**PDN straps and rails**

The bar under the picture is 20 um long. Pins as bars on the die edge.
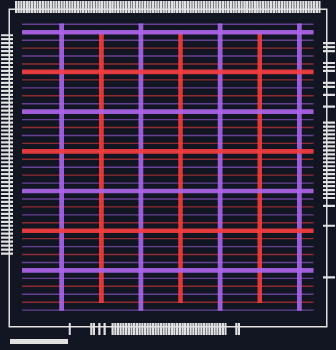
**Cell classes on the final placement**

Fill, decap, tap and diode cells in grey.
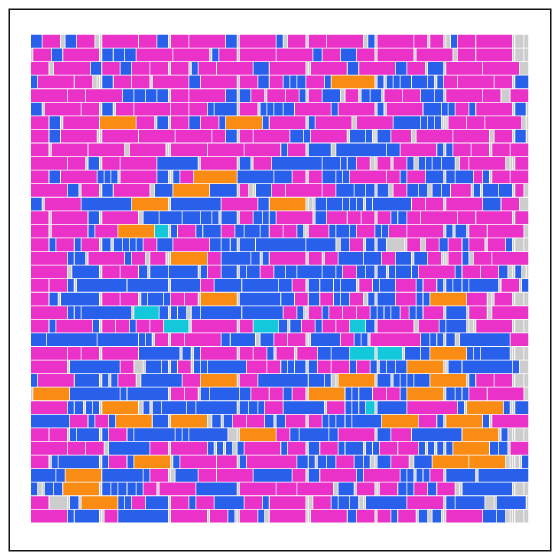
**Clock distribution**

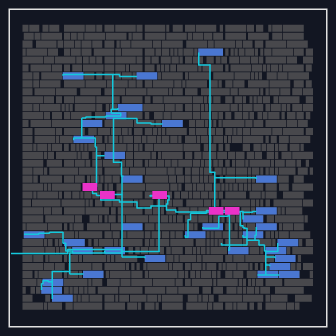
**Wiring by layer**

The bar under the picture is 20 um long. Two of the layers only.
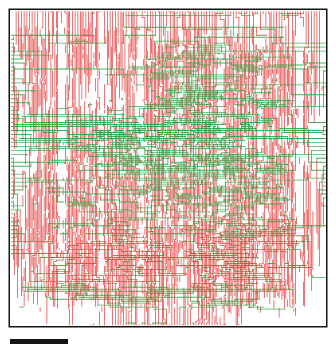
**config.mk**
```make
export PLATFORM = sky130hd
export DESIGN_NAME = mem_access
export DESIGN_NICKNAME = d
export VERILOG_FILES = /design/src/rtl/mem_access.sv
export SDC_FILE = /design/constraint.sdc
export NUM_CORES = 1
export LEC_CHECK = 0
export CAP_MARGIN = 25
export CORE_MARGIN = 4
export CORE_UTILIZATION = 37
export DETAILED_ROUTE_END_ITERATION = 10
export PLACE_DENSITY = 0.83
export RECOVER_POWER = 25
export REMOVE_ABC_BUFFERS = 1
export SLEW_MARGIN = 20
export SYNTH_ARGS = -nofsm -noshare
export SYNTH_HDL_FRONTEND = slang
export SYNTH_SLANG_ARGS = --single-unit
```
**constraint.sdc**
```tcl
create_clock -name clk_i -period 2.4 [get_ports clk_i]
set_input_delay 0.36 -clock clk_i [delete_from_list [all_inputs] [get_ports clk_i]]
set_output_delay 0.36 -clock clk_i [all_outputs]
set_load 0.1 [all_outputs]
```
**src/rtl/mem_access.sv**
```systemverilog
// mem_access: MEM stage of the 5-stage RV32I pipeline.
// Issues loads/stores on a req/ack data bus, places store byte lanes, extracts and extends
// load data, and asks ctrl to stall while an access is outstanding.
// Optional feature: define MEM_TIMEOUT_EN to abort a WAIT that sees no ack for
// TIMEOUT_CYCLES cycles (bus_err_o pulses, no register write).
module mem_access #(
    parameter int unsigned ADDR_WIDTH     = 32,
    parameter int unsigned DATA_WIDTH     = 32,
    parameter int unsigned RADDR_WIDTH    = 5,
    parameter int unsigned TIMEOUT_CYCLES = 64
) (
    input  logic                   clk_i,
    input  logic                   rst_i,
    input  logic                   mem_we_i,
    input  logic [ADDR_WIDTH-1:0]  mem_addr_i,
    input  logic [DATA_WIDTH-1:0]  mem_data_i,
    input  logic [3:0]             mem_op_i,
    input  logic [RADDR_WIDTH-1:0] reg_waddr_i,
    input  logic                   reg_we_i,
    input  logic [DATA_WIDTH-1:0]  reg_wdata_i,
    output logic                   dbus_req_o,
    output logic                   dbus_we_o,
    output logic [ADDR_WIDTH-1:0]  dbus_addr_o,
    output logic [3:0]             dbus_be_o,
    output logic [DATA_WIDTH-1:0]  dbus_wdata_o,
    input  logic                   dbus_ack_i,
    input  logic [DATA_WIDTH-1:0]  dbus_rdata_i,
    output logic                   stall_req_o,
    output logic                   misalign_o,
    output logic                   bus_err_o,
    output logic [RADDR_WIDTH-1:0] reg_waddr_o,
    output logic                   reg_we_o,
    output logic [DATA_WIDTH-1:0]  reg_wdata_o
);
    localparam logic [3:0] OpLb  = 4'd1;
    localparam logic [3:0] OpLh  = 4'd2;
    localparam logic [3:0] OpLw  = 4'd3;
    localparam logic [3:0] OpLbu = 4'd4;
    localparam logic [3:0] OpLhu = 4'd5;
    localparam logic [3:0] OpSb  = 4'd6;
    localparam logic [3:0] OpSh  = 4'd7;
    localparam logic [3:0] OpSw  = 4'd8;

    typedef enum logic [1:0] {StIdle, StWait, StDone} state_e;

    state_e                state_q;
    logic [DATA_WIDTH-1:0] rdata_q;

    logic [1:0]            off;
    logic                  is_load, is_store, misalign, access, timed_out;
    logic [3:0]            be_c;
    logic [DATA_WIDTH-1:0] wdata_c, word, load_val;
    logic [7:0]            byte_sel;
    logic [15:0]           half_sel;

    assign off = mem_addr_i[1:0];

`ifdef MEM_TIMEOUT_EN
    localparam int unsigned CntW = (TIMEOUT_CYCLES > 1) ? $clog2(TIMEOUT_CYCLES) : 1;
    logic [CntW-1:0] cnt_q;
    logic            err_q;
    logic            timeout_hit;
    // Last allowed WAIT cycle passed without an ack
    assign timeout_hit = (state_q == StWait) && !dbus_ack_i &&
                         (cnt_q == CntW'(TIMEOUT_CYCLES - 1));
    assign timed_out   = err_q;
`else
    logic unused_timeout;
    assign unused_timeout = ^TIMEOUT_CYCLES;
    assign timed_out      = 1'b0;
`endif

    // Decode op into access class, alignment check and store lane placement
    always_comb begin
        is_load  = 1'b0;
        is_store = 1'b0;
        misalign = 1'b0;
        be_c     = 4'b1111;
        wdata_c  = mem_data_i;
        case (mem_op_i)
            OpLb, OpLbu: is_load = 1'b1;
            OpLh, OpLhu: begin
                is_load  = 1'b1;
                misalign = off[0];
            end
            OpLw: begin
                is_load  = 1'b1;
                misalign = (off != 2'b00);
            end
            OpSb: begin
                is_store = 1'b1;
                be_c     = 4'b0001 << off;
                wdata_c  = {4{mem_data_i[7:0]}};
            end
            OpSh: begin
                is_store = 1'b1;
                misalign = off[0];
                be_c     = off[1] ? 4'b1100 : 4'b0011;
                wdata_c  = {2{mem_data_i[15:0]}};
            end
            OpSw: begin
                is_store = 1'b1;
                misalign = (off != 2'b00);
            end
            default: ;
        endcase
        access = (is_load || is_store) && !misalign;
    end

    // Load extraction: DONE replays the captured word, otherwise the live bus word
    always_comb begin
        word     = (state_q == StDone) ? rdata_q : dbus_rdata_i;
        byte_sel = word[{off, 3'b000} +: 8];
        half_sel = off[1] ? word[31:16] : word[15:0];
        case (mem_op_i)
            OpLb:    load_val = {{24{byte_sel[7]}}, byte_sel};
            OpLbu:   load_val = {24'd0, byte_sel};
            OpLh:    load_val = {{16{half_sel[15]}}, half_sel};
            OpLhu:   load_val = {16'd0, half_sel};
            default: load_val = word;
        endcase
    end

    // FSM, captured read word and optional WAIT timeout counter
    always_ff @(posedge clk_i) begin
        if (rst_i) begin
            state_q <= StIdle;
            rdata_q <= '0;
`ifdef MEM_TIMEOUT_EN
            cnt_q   <= '0;
            err_q   <= 1'b0;
`endif
        end else begin
            case (state_q)
                StIdle: begin
                    if (access && !dbus_ack_i) state_q <= StWait;
                end
                StWait: begin
                    if (dbus_ack_i) begin
                        rdata_q <= dbus_rdata_i;
                        state_q <= StDone;
                    end
`ifdef MEM_TIMEOUT_EN
                    else if (timeout_hit) begin
                        rdata_q <= '0;
                        err_q   <= 1'b1;
                        state_q <= StDone;
                    end else begin
                        cnt_q <= cnt_q + 1'b1;
                    end
`endif
                end
                StDone: begin
                    // Held instruction is retired here, never reissued
                    state_q <= StIdle;
`ifdef MEM_TIMEOUT_EN
                    cnt_q   <= '0;
                    err_q   <= 1'b0;
`endif
                end
                default: state_q <= StIdle;
            endcase
        end
    end

    // Bus, stall and writeback outputs; all forced to 0 while reset is asserted
    always_comb begin
        dbus_req_o   = 1'b0;
        dbus_we_o    = 1'b0;
        dbus_addr_o  = '0;
        dbus_be_o    = 4'b0000;
        dbus_wdata_o = '0;
        stall_req_o  = 1'b0;
        misalign_o   = 1'b0;
        bus_err_o    = 1'b0;
        reg_waddr_o  = '0;
        reg_we_o     = 1'b0;
        reg_wdata_o  = '0;
        if (!rst_i) begin
            case (state_q)
                StIdle: begin
                    dbus_req_o  = access;
                    stall_req_o = access && !dbus_ack_i;
                    misalign_o  = misalign;
                end
                StWait: begin
                    dbus_req_o  = 1'b1;
                    stall_req_o = 1'b1;
                end
                default: ;
            endcase
            bus_err_o    = (state_q == StDone) && timed_out;
            dbus_we_o    = dbus_req_o && mem_we_i;
            dbus_addr_o  = {mem_addr_i[ADDR_WIDTH-1:2], 2'b00};
            dbus_be_o    = dbus_req_o ? be_c : 4'b0000;
            dbus_wdata_o = wdata_c;
            reg_waddr_o  = reg_waddr_i;
            reg_we_o     = reg_we_i && !misalign_o && !bus_err_o;
            reg_wdata_o  = (is_load && !misalign) ? load_val : reg_wdata_i;
        end
    end

endmodule
```
==> results.txt <==
This memo summarizes the results of the implementation run.

Worst setup path
The worst register-to-register path has a depth of 5. The worst path arrival time is 2720 ps. The startpoint type of the worst setup path is a register.

In this design, the largest share of critical-path delay is due to buffers and inverters. STA lists the maximum fanout along the critical path as 7. The origin of the critical flop-to-flop path is state_q[0]. The peak per-stage delay on the critical path is ~420 ps. The required time at the endpoint of the critical path is between 2000 and 2500 ps. The number of buffer and inverter stages on the critical path is 5. According to the timing report, the critical path is captured at reg_wdata_o[17]. The cell type of the slowest stage on the worst timing path is sky130_fd_sc_hd__dfxtp_4.

Global route
Global routing put the most usage on met2. The initial antenna violation count was 3. met3 track demand over resource after global routing is 14.1%. The maximum number of pins on one net before global-route repair is 38. The met1 usage in global routing is 48.0%. The remaining global-route overflow is 0.

In the global route stage, met2 resource usage came out at between 60 and 70%. The number of global-route vias before repair is between 6,000 and 7,000.

Power
Cell internal power was estimated by the tool at about 1800 uW. For the combinational group, total power comes out at 2750 uW. The combinational share of power is between 70% and 80%.

The ratio of total power to cell area is ~410 nW/um^2. In this run, power in flip-flops and latches comes to 592 uW. In this run, flip-flops and latches consume 15.5% of the power. The leakage power is between 0.003 and 0.004 uW.

Drt
The uppermost signal routing layer after detailed routing is met4. The total wirelength of the detailed-routed design is ~34,000 um. The pre-antenna-repair detailed-routing pass consisted of 11 iterations.

In this run, the number of DRC markers left after iteration 0 of detailed routing was 1,533. Detailed routing placed a total of approximately 5500 um of wire on met3. The amount of wire on met2 after detailed routing is between 10,000 and 15,000 um. The number of remaining DRC errors is 4. The number of nets with antenna violations after routing is 0. Per the detail_route report, routed wire per instance is ~33 um. The routed design shows a via density per instance of about 7.

Final timing
Summed over all failing endpoints, the final setup total negative slack is -19,170 ps. The slew at the pin closest to its max-slew limit is 1450 ps. After layout, the minimum clock period comes to between 3000 and 4000 ps.

Setup repair after global routing could not meet its margin everywhere. The final report lists the setup-violating endpoint count as roughly 70. Timing would allow up to around 330 MHz.

The max-slew violation count is 0. The final hold violation count recorded for this run is 0. Setup slack on the critical path of the routed design comes to -675 ps.

Layout
The area growth from synthesis to layout is 150%. The layout summary lists the proportion of cells stronger than drive strength 1 as 40.4%. Excluding fillers, the count of instances in the completed layout stands at approximately 1,000. Leaving out fill and tap cells, the most frequent cells in the layout are 172 x sky130_fd_sc_hd__nand2_1, 130 x sky130_fd_sc_hd__clkdlybuf4s50_1, 115 x sky130_fd_sc_hd__buf_12.

The count of inverters other than clock inverters in the layout is 6. The layout has 5 clock buffers. Summing all multi-input logic gate instances after layout gives about 3600 um^2. The area fraction of clock buffers and clock inverters is 0.967%. The number of flip-flops and latches is 34. The non-clock buffer contribution to total cell area is 50.4%. The register area is around 690 um^2. The most area-hungry cell class in the final design is buffers. The number of flip-flops under the largest register name is 32. In the final layout, the registers with the most flip-flops are rdata_q: 32 flops, state_q: 2 flops.

Floorplanning
Before placement the cells fill between 30% and 40% of the core. According to the floorplan report, the die width is around 110 um. The vertical die dimension reported for this design is between 100 and 150 um. approximately 250 I/O pins were placed.

Placed design
The congestion estimate from routability-driven global placement came to 0.964. The count of input and output buffers is 249. The half-perimeter wire length of the detailed placement result is 15,800 um. Detailed placement reports a standard cell area of about 8000 um^2.

Logic synthesis
The fraction of registers with async set or reset after synthesis is 0%. The adder and majority cell fraction of the synthesized area is less than 1%. The fraction of synthesized cell area taken by the top area cell type is 18.3%. Summed over all instances, the cell type with the most area after synthesis is sky130_fd_sc_hd__dfxtp_1. The sequential cell area fraction in the yosys report is a little under a fifth. Summing the areas of all and, or, nand and nor instances in the mapped netlist gives around a third of the synthesized area.

Dividing the synthesized area by the synthesized cell count gives 6.41 um^2. In the post-synthesis netlist, the biggest area contributors are sky130_fd_sc_hd__dfxtp_1 18%, sky130_fd_sc_hd__nand2_1 18%, sky130_fd_sc_hd__a21oi_1 8.9%, sky130_fd_sc_hd__nor2b_1 7.6%, sky130_fd_sc_hd__mux2i_1 7.5%. Before any placement, the netlist area is recorded as ~3700 um^2. After synthesis, the most frequently instantiated cells are 181 x sky130_fd_sc_hd__nand2_1, 66 x sky130_fd_sc_hd__a21oi_1, 45 x sky130_fd_sc_hd__nor2b_1. The post-synth tally of flip-flops with integrated enable is 0. The primary flip-flop cell chosen by synthesis mapping is sky130_fd_sc_hd__dfxtp_1.

The chip area from the yosys synthesis statistics is between 3000 and 4000 um^2. The synthesized netlist was found by Yosys to have about 580 cells.

Hold path
The classification of the worst-slack hold path is in -> reg. The worst hold path terminates at rdata_q[25].

CTS
In this run, post-CTS repair resized a total of 126 instances. The root buffer cell chosen for the clock tree is sky130_fd_sc_hd__clkbuf_8.

Outcome
The checks that failed: DRC, setup timing. The flow ran to the end, but the final reports show violations.
About 'PDN straps and rails':
- VDD: red
- VSS: purple
- met1 rails: 37
- met5 straps: 7

About 'cell classes on the final placement':
- remaining buffers and delay cells: magenta (cells 372; share of their area 51%)
- registers: orange (cells 34; share of their area 7.5%)
- clock drivers and dummy loads: cyan (cells 8; share of their area 0.99%)
- remaining logic cells: blue (cells 494; share of their area 40%)
fraction of standard cell area that is sequential: 7.39%
post-route cell area: 9310 um^2
site row count: 36
final core utilization: 95.3%

About 'clock distribution':
- clock-net drivers: magenta (count 5)
- flip-flops: blue (count 34)
- clock wires: cyan (length 607 um)
- routed clock nets: 6
insertion delay of the later-clocked pin in the worst-skew pair: 310 ps
worst clock skew: 18.0 ps
power in the clock group: 485 uW
proportion of power drawn by the clock network: 12.7%

About 'wiring by layer':
- M2: red (wire length 14,300 um)
- M3: green (wire length 5,460 um)

Power figures rest on the tool's default switching activity, not on a simulated workload.
